--- config.mk ---
export PLATFORM = sky130hd
export DESIGN_NAME = fifo_rd_packer
export DESIGN_NICKNAME = d
export VERILOG_FILES = /design/src/rtl/fifo_pkg.sv /design/src/rtl/out_reg_slice.sv /design/src/rtl/fifo_rd_packer.sv
export SDC_FILE = /design/constraint.sdc
export NUM_CORES = 1
export LEC_CHECK = 0
export CORE_MARGIN = 3
export CORE_UTILIZATION = 47
export CTS_BUF_LIST = sky130_fd_sc_hd__clkbuf_16
export DETAILED_ROUTE_END_ITERATION = 16
export GPL_ROUTABILITY_DRIVEN = 0
export GPL_TIMING_DRIVEN = 1
export PLACE_DENSITY_LB_ADDON = 0.08
export REMOVE_ABC_BUFFERS = 1
export SYNTH_ARGS = -nofsm -noshare
export SYNTH_HDL_FRONTEND = slang
export SYNTH_SLANG_ARGS = --single-unit
--- constraint.sdc ---
create_clock -name clk -period 2.01 [get_ports clk]
set_input_delay 0.3015 -clock clk [delete_from_list [all_inputs] [get_ports clk]]
set_output_delay 0.3015 -clock clk [all_outputs]
set_load 0.02 [all_outputs]
--- src/rtl/fifo_pkg.sv ---
// Shared definitions for FIFO-side helpers: packer FSM encoding and lane-count sizing.
package fifo_pkg;

    // Packer states: FILL collects lanes, DRAIN absorbs the last in-flight read,
    // HOLD waits for the output register to accept the assembled word.
    typedef enum logic [1:0] {
        FILL  = 2'd0,
        DRAIN = 2'd1,
        HOLD  = 2'd2
    } pack_state_e;

    // Width needed to count lanes from 0 up to and including ratio.
    function automatic int cnt_width(input int ratio);
        return $clog2(ratio + 1);
    endfunction

endpackage

--- src/rtl/out_reg_slice.sv ---
// Valid/ready holding register: loads when empty or when the held word is being
// accepted, otherwise keeps valid and payload stable.
module out_reg_slice #(
    parameter int WIDTH = 8
) (
    input  logic             clk,
    input  logic             reset,
    input  logic             s_valid,
    output logic             s_ready,
    input  logic [WIDTH-1:0] s_data,
    output logic             m_valid,
    input  logic             m_ready,
    output logic [WIDTH-1:0] m_data
);

    logic             valid_q;
    logic [WIDTH-1:0] data_q;

    assign s_ready = !valid_q || m_ready;
    assign m_valid = valid_q;
    assign m_data  = data_q;

    // Load a new word when there is room; drop valid once the held word is taken.
    always_ff @(posedge clk) begin
        if (reset) begin
            valid_q <= 1'b0;
            data_q  <= '0;
        end else if (s_ready) begin
            valid_q <= s_valid;
            if (s_valid) begin
                data_q <= s_data;
            end
        end
    end

endmodule

--- src/rtl/fifo_rd_packer.sv ---
// Reads narrow words from a sync FIFO (one-cycle read latency) and packs them into
// wide words with per-lane keep flags; partial words leave on flush or idle timeout.
module fifo_rd_packer
    import fifo_pkg::*;
#(
    parameter int DATA_WIDTH = 8,
    parameter int PACK_RATIO = 4,
    parameter int TIMEOUT    = 16
) (
    input  logic                             clk,
    input  logic                             reset,
    input  logic                             fifo_rd_rdy,
    output logic                             fifo_rd_en,
    input  logic [DATA_WIDTH-1:0]            fifo_data,
    input  logic                             flush,
    output logic                             m_valid,
    input  logic                             m_ready,
    output logic [DATA_WIDTH*PACK_RATIO-1:0] m_data,
    output logic [PACK_RATIO-1:0]            m_keep
);

    localparam int CW = cnt_width(PACK_RATIO);
    localparam int IW = $clog2(TIMEOUT);
    localparam int OW = DATA_WIDTH * PACK_RATIO;

    pack_state_e   state_q, state_d;
    logic [CW-1:0] cnt_q, cnt_d;
    logic [IW-1:0] idle_q, idle_d;
    logic          pending_q;

    logic          capture;
    logic          full_now;
    logic          timeout;
    logic          close_req;
    logic          rd_en;
    logic          xfer_valid;
    logic          xfer_ready;
    logic          xfer;
    logic [OW-1:0] acc_flat;
    logic [PACK_RATIO-1:0] keep_vec;

    // A read issued last cycle delivers its data now.
    assign capture   = pending_q && (state_q != HOLD);
    assign full_now  = capture && (cnt_q == CW'(PACK_RATIO - 1));
    assign timeout   = (idle_q == IW'(TIMEOUT - 1));
    assign close_req = flush || timeout;
    assign xfer      = xfer_valid && xfer_ready;

    // Never strobe the FIFO while reset is asserted.
    assign fifo_rd_en = rd_en && !reset;

    // Next state, lane count and read issue.
    always_comb begin
        state_d    = state_q;
        cnt_d      = cnt_q;
        rd_en      = 1'b0;
        xfer_valid = 1'b0;
        if (capture) begin
            cnt_d = cnt_q + CW'(1);
        end
        case (state_q)
            FILL: begin
                if (full_now) begin
                    state_d = HOLD;
                end else if (close_req && pending_q) begin
                    state_d = DRAIN;
                end else if (close_req && (cnt_q != '0)) begin
                    state_d = HOLD;
                end else if (fifo_rd_rdy &&
                             (int'(cnt_q) + int'(pending_q) + 1 <= PACK_RATIO)) begin
                    // Reads are only issued while every in-flight word has a free lane.
                    rd_en = 1'b1;
                end
            end
            DRAIN: begin
                state_d = HOLD;
            end
            HOLD: begin
                xfer_valid = 1'b1;
                if (xfer_ready) begin
                    state_d = FILL;
                    cnt_d   = '0;
                end
            end
            default: begin
                state_d = FILL;
            end
        endcase
    end

    // Idle counter: restarts on each capture, on transfer and while empty.
    always_comb begin
        idle_d = idle_q;
        if (capture || xfer || (cnt_q == '0)) begin
            idle_d = '0;
        end else if (state_q == FILL) begin
            idle_d = idle_q + IW'(1);
        end
    end

    // Control state registers.
    always_ff @(posedge clk) begin
        if (reset) begin
            state_q   <= FILL;
            cnt_q     <= '0;
            idle_q    <= '0;
            pending_q <= 1'b0;
        end else begin
            state_q   <= state_d;
            cnt_q     <= cnt_d;
            idle_q    <= idle_d;
            pending_q <= fifo_rd_en;
        end
    end

    // One register per lane; lane 0 sits in the least significant bits.
    for (genvar gi = 0; gi < PACK_RATIO; gi++) begin : g_lane
        logic [DATA_WIDTH-1:0] lane_q;

        // Capture into this lane when it is next in line; clear after hand-off.
        always_ff @(posedge clk) begin
            if (reset || xfer) begin
                lane_q <= '0;
            end else if (capture && (cnt_q == CW'(gi))) begin
                lane_q <= fifo_data;
            end
        end

        assign acc_flat[gi*DATA_WIDTH +: DATA_WIDTH] = lane_q;
        assign keep_vec[gi] = (cnt_q > CW'(gi));
    end

    logic [OW+PACK_RATIO-1:0] out_payload;

    out_reg_slice #(
        .WIDTH(OW + PACK_RATIO)
    ) u_out (
        .clk    (clk),
        .reset  (reset),
        .s_valid(xfer_valid),
        .s_ready(xfer_ready),
        .s_data ({keep_vec, acc_flat}),
        .m_valid(m_valid),
        .m_ready(m_ready),
        .m_data (out_payload)
    );

    assign m_data = out_payload[OW-1:0];
    assign m_keep = out_payload[OW+PACK_RATIO-1:OW];

endmodule

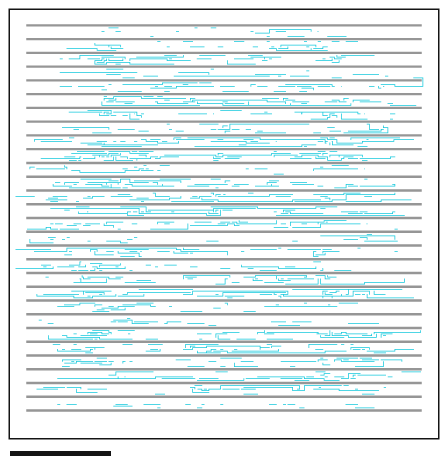
run_1/m1.png
Scale bar: 20 µm. Supply wires on this layer in gray.
main direction = horizontal
wire length on this layer = 2770 µm
nets with wire on the layer = 339
longest straight run = 25.3 µm
total number of vias: 2185
routing usage on met1: 22.6%
final wirelength: 5900 µm

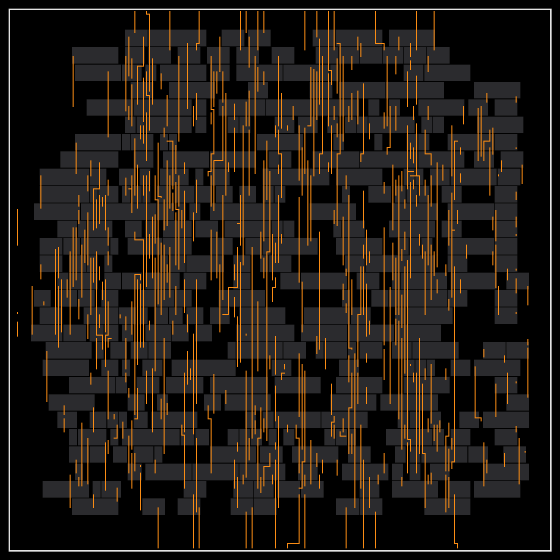
run_1/m2.png
wire length on this layer = 2810 µm
share of all routed wire = 48%
main direction = vertical
met2 Usage GRT: 27.1%

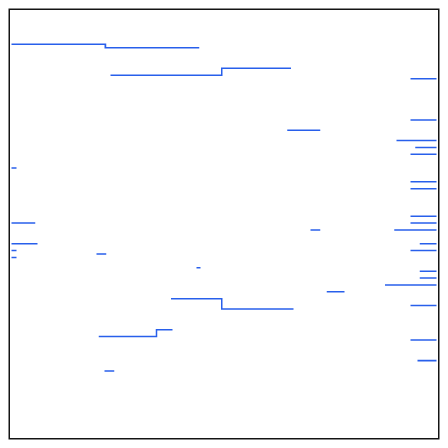
run_1/m3.png
nets with wire on the layer = 27
longest straight run = 21.8 µm
share of all routed wire = 3.9%
main direction = horizontal
wire length on this layer = 232 µm
routing usage on met3: 6.08%

==> flow_metrics.py, run 1 <==
# Physical implementation metrics
metrics = {
    "placement": {
        "hpwl_um": 4000,
    },
    "floorplanning": {
        "pin_count": 51,
        "die_w_um": 84.6,
    },
    "critical_path": {
        "critPathKind": "flip-flop to primary output",
        "required_ns": 1.71,
        "critical_path_depth": 7,
        "path_buffers": 1,
        "crit_chain": "ha_4 > ha_4 > a211o_1 > nor2_2 > o2111ai_2 > a21oi_2 > buf_4",
    },
    "sta": {
        "clock.fmax_ghz": 0.492,
        "setup_viol": 1,
        "fin_ws_ns": -0.0224,
        "skew_ns": 0.00845,
    },
    "pwr": {
        "seq-power_uw": 1610,
        "pg_comb_uw": 338,
        "p_int_uw": 2840,
        "switching_share_pct": 22.6,
    },
    "yosys": {
        "numSynthFlops": 79,
        "async_flop_share_pct": 0,
        "netlist.area_leader.share_pct": 54.4,
        "netlist_instances": 276,
        "mux_share_pct": 3.10,
    },
    "global_route": {
        "grt_max_degree": 69,
        "grt_antenna_before_repair": 0,
    },
    "detailed_routing": {
        "avgViaCountPerCell": 5.08,
        "wire_per_inst_um": 13.7,
        "wl_met1_um": 2770,
    },
    "layout": {
        "drive_above_1_share_pct": 19.2,
        "utilization_pct": 67.2,
        "area_delta_synth_final_pct": 37.8,
        "largest_register_ffs": 36,
        "design_area_um2": 4000,
        "inverters": 5,
    },
    "cts": {
        "cts.sinks": 79,
        "cts_tree": "done",
        "post_cts_buffers": 2,
    },
    "run_status": {
        "status": "complete, but fails checks",
        "violations": "negative setup slack",
    },
}
run_1/congestion_map.png
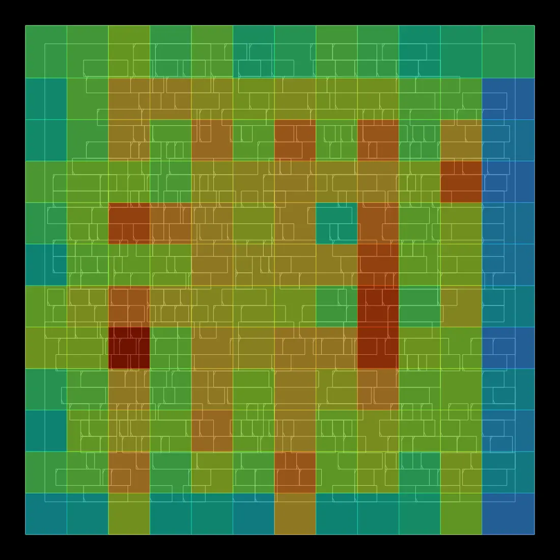

==> inputs of run 2 (changes only) <==
--- a/config.mk
+++ b/config.mk
@@ -5,8 +5,11 @@
 export SDC_FILE = /design/constraint.sdc
 export NUM_CORES = 1
 export LEC_CHECK = 0
+export CELL_PAD_IN_SITES_DETAIL_PLACEMENT = 0
+export CELL_PAD_IN_SITES_GLOBAL_PLACEMENT = 1
+export CORE_ASPECT_RATIO = 1.1
 export CORE_MARGIN = 3
-export CORE_UTILIZATION = 47
+export CORE_UTILIZATION = 40
 export CTS_BUF_LIST = sky130_fd_sc_hd__clkbuf_16
 export DETAILED_ROUTE_END_ITERATION = 16
 export GPL_ROUTABILITY_DRIVEN = 0
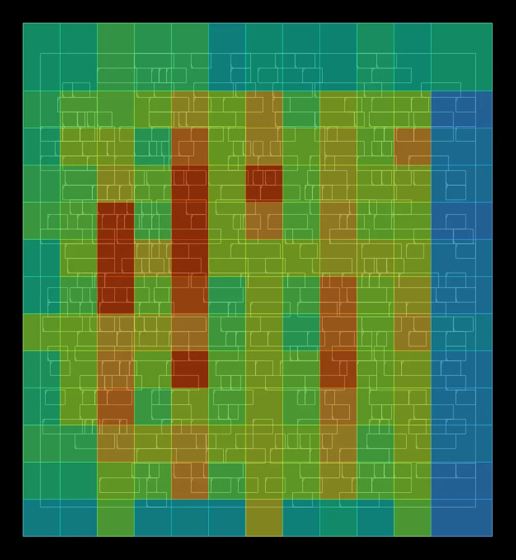
run_2/congestion_map.png
routing usage on met1: 19.5%
Top Usage Layer GRT: met2
met2 Usage GRT: 26.0%
routing usage on met3: 3.80%
GRT Total Usage: 15.8%

==> flow_metrics.py, run 2 <==
# Physical implementation metrics
metrics = {
    "run_status": {
        "status": "complete, but fails checks",
        "violations": "negative setup slack",
    },
    "layout": {
        "design_area_um2": 3960,
        "largest_register_ffs": 36,
        "drive_above_1_share_pct": 18.3,
        "utilization_pct": 58.0,
        "area_delta_synth_final_pct": 36.1,
    },
    "yosys": {
        "mux_share_pct": 3.10,
        "netlist.area_leader.share_pct": 54.4,
        "numSynthFlops": 79,
    },
    "global_route": {
        "grt_antenna_before_repair": 0,
    },
    "floorplanning": {
        "pin_count": 51,
        "die_w_um": 87.3,
    },
    "cts": {
        "post_cts_buffers": 1,
        "cts_tree": "done",
        "cts.sinks": 79,
    },
    "pwr": {
        "p_int_uw": 2590,
        "switching_share_pct": 24.9,
        "seq-power_uw": 1610,
        "pg_comb_uw": 333,
    },
    "critical_path": {
        "critical_path_depth": 8,
        "critPathKind": "flip-flop to primary output",
        "crit_chain": "buf_6 > inv_1 > ha_1 > inv_1 > ha_1 > nand2b_4 > a21oi_2 > buf_6",
    },
    "detailed_routing": {
        "avgViaCountPerCell": 5.13,
        "via_count": 2214,
        "wire_per_inst_um": 14.0,
    },
    "sta": {
        "setup_viol": 1,
        "skew_ns": 0.00501,
        "fin_ws_ns": -0.0487,
        "clock.fmax_ghz": 0.486,
    },
    "placement": {
        "hpwl_um": 4180,
    },
}
Power figures rest on the tool's default switching activity, not on a simulated workload.
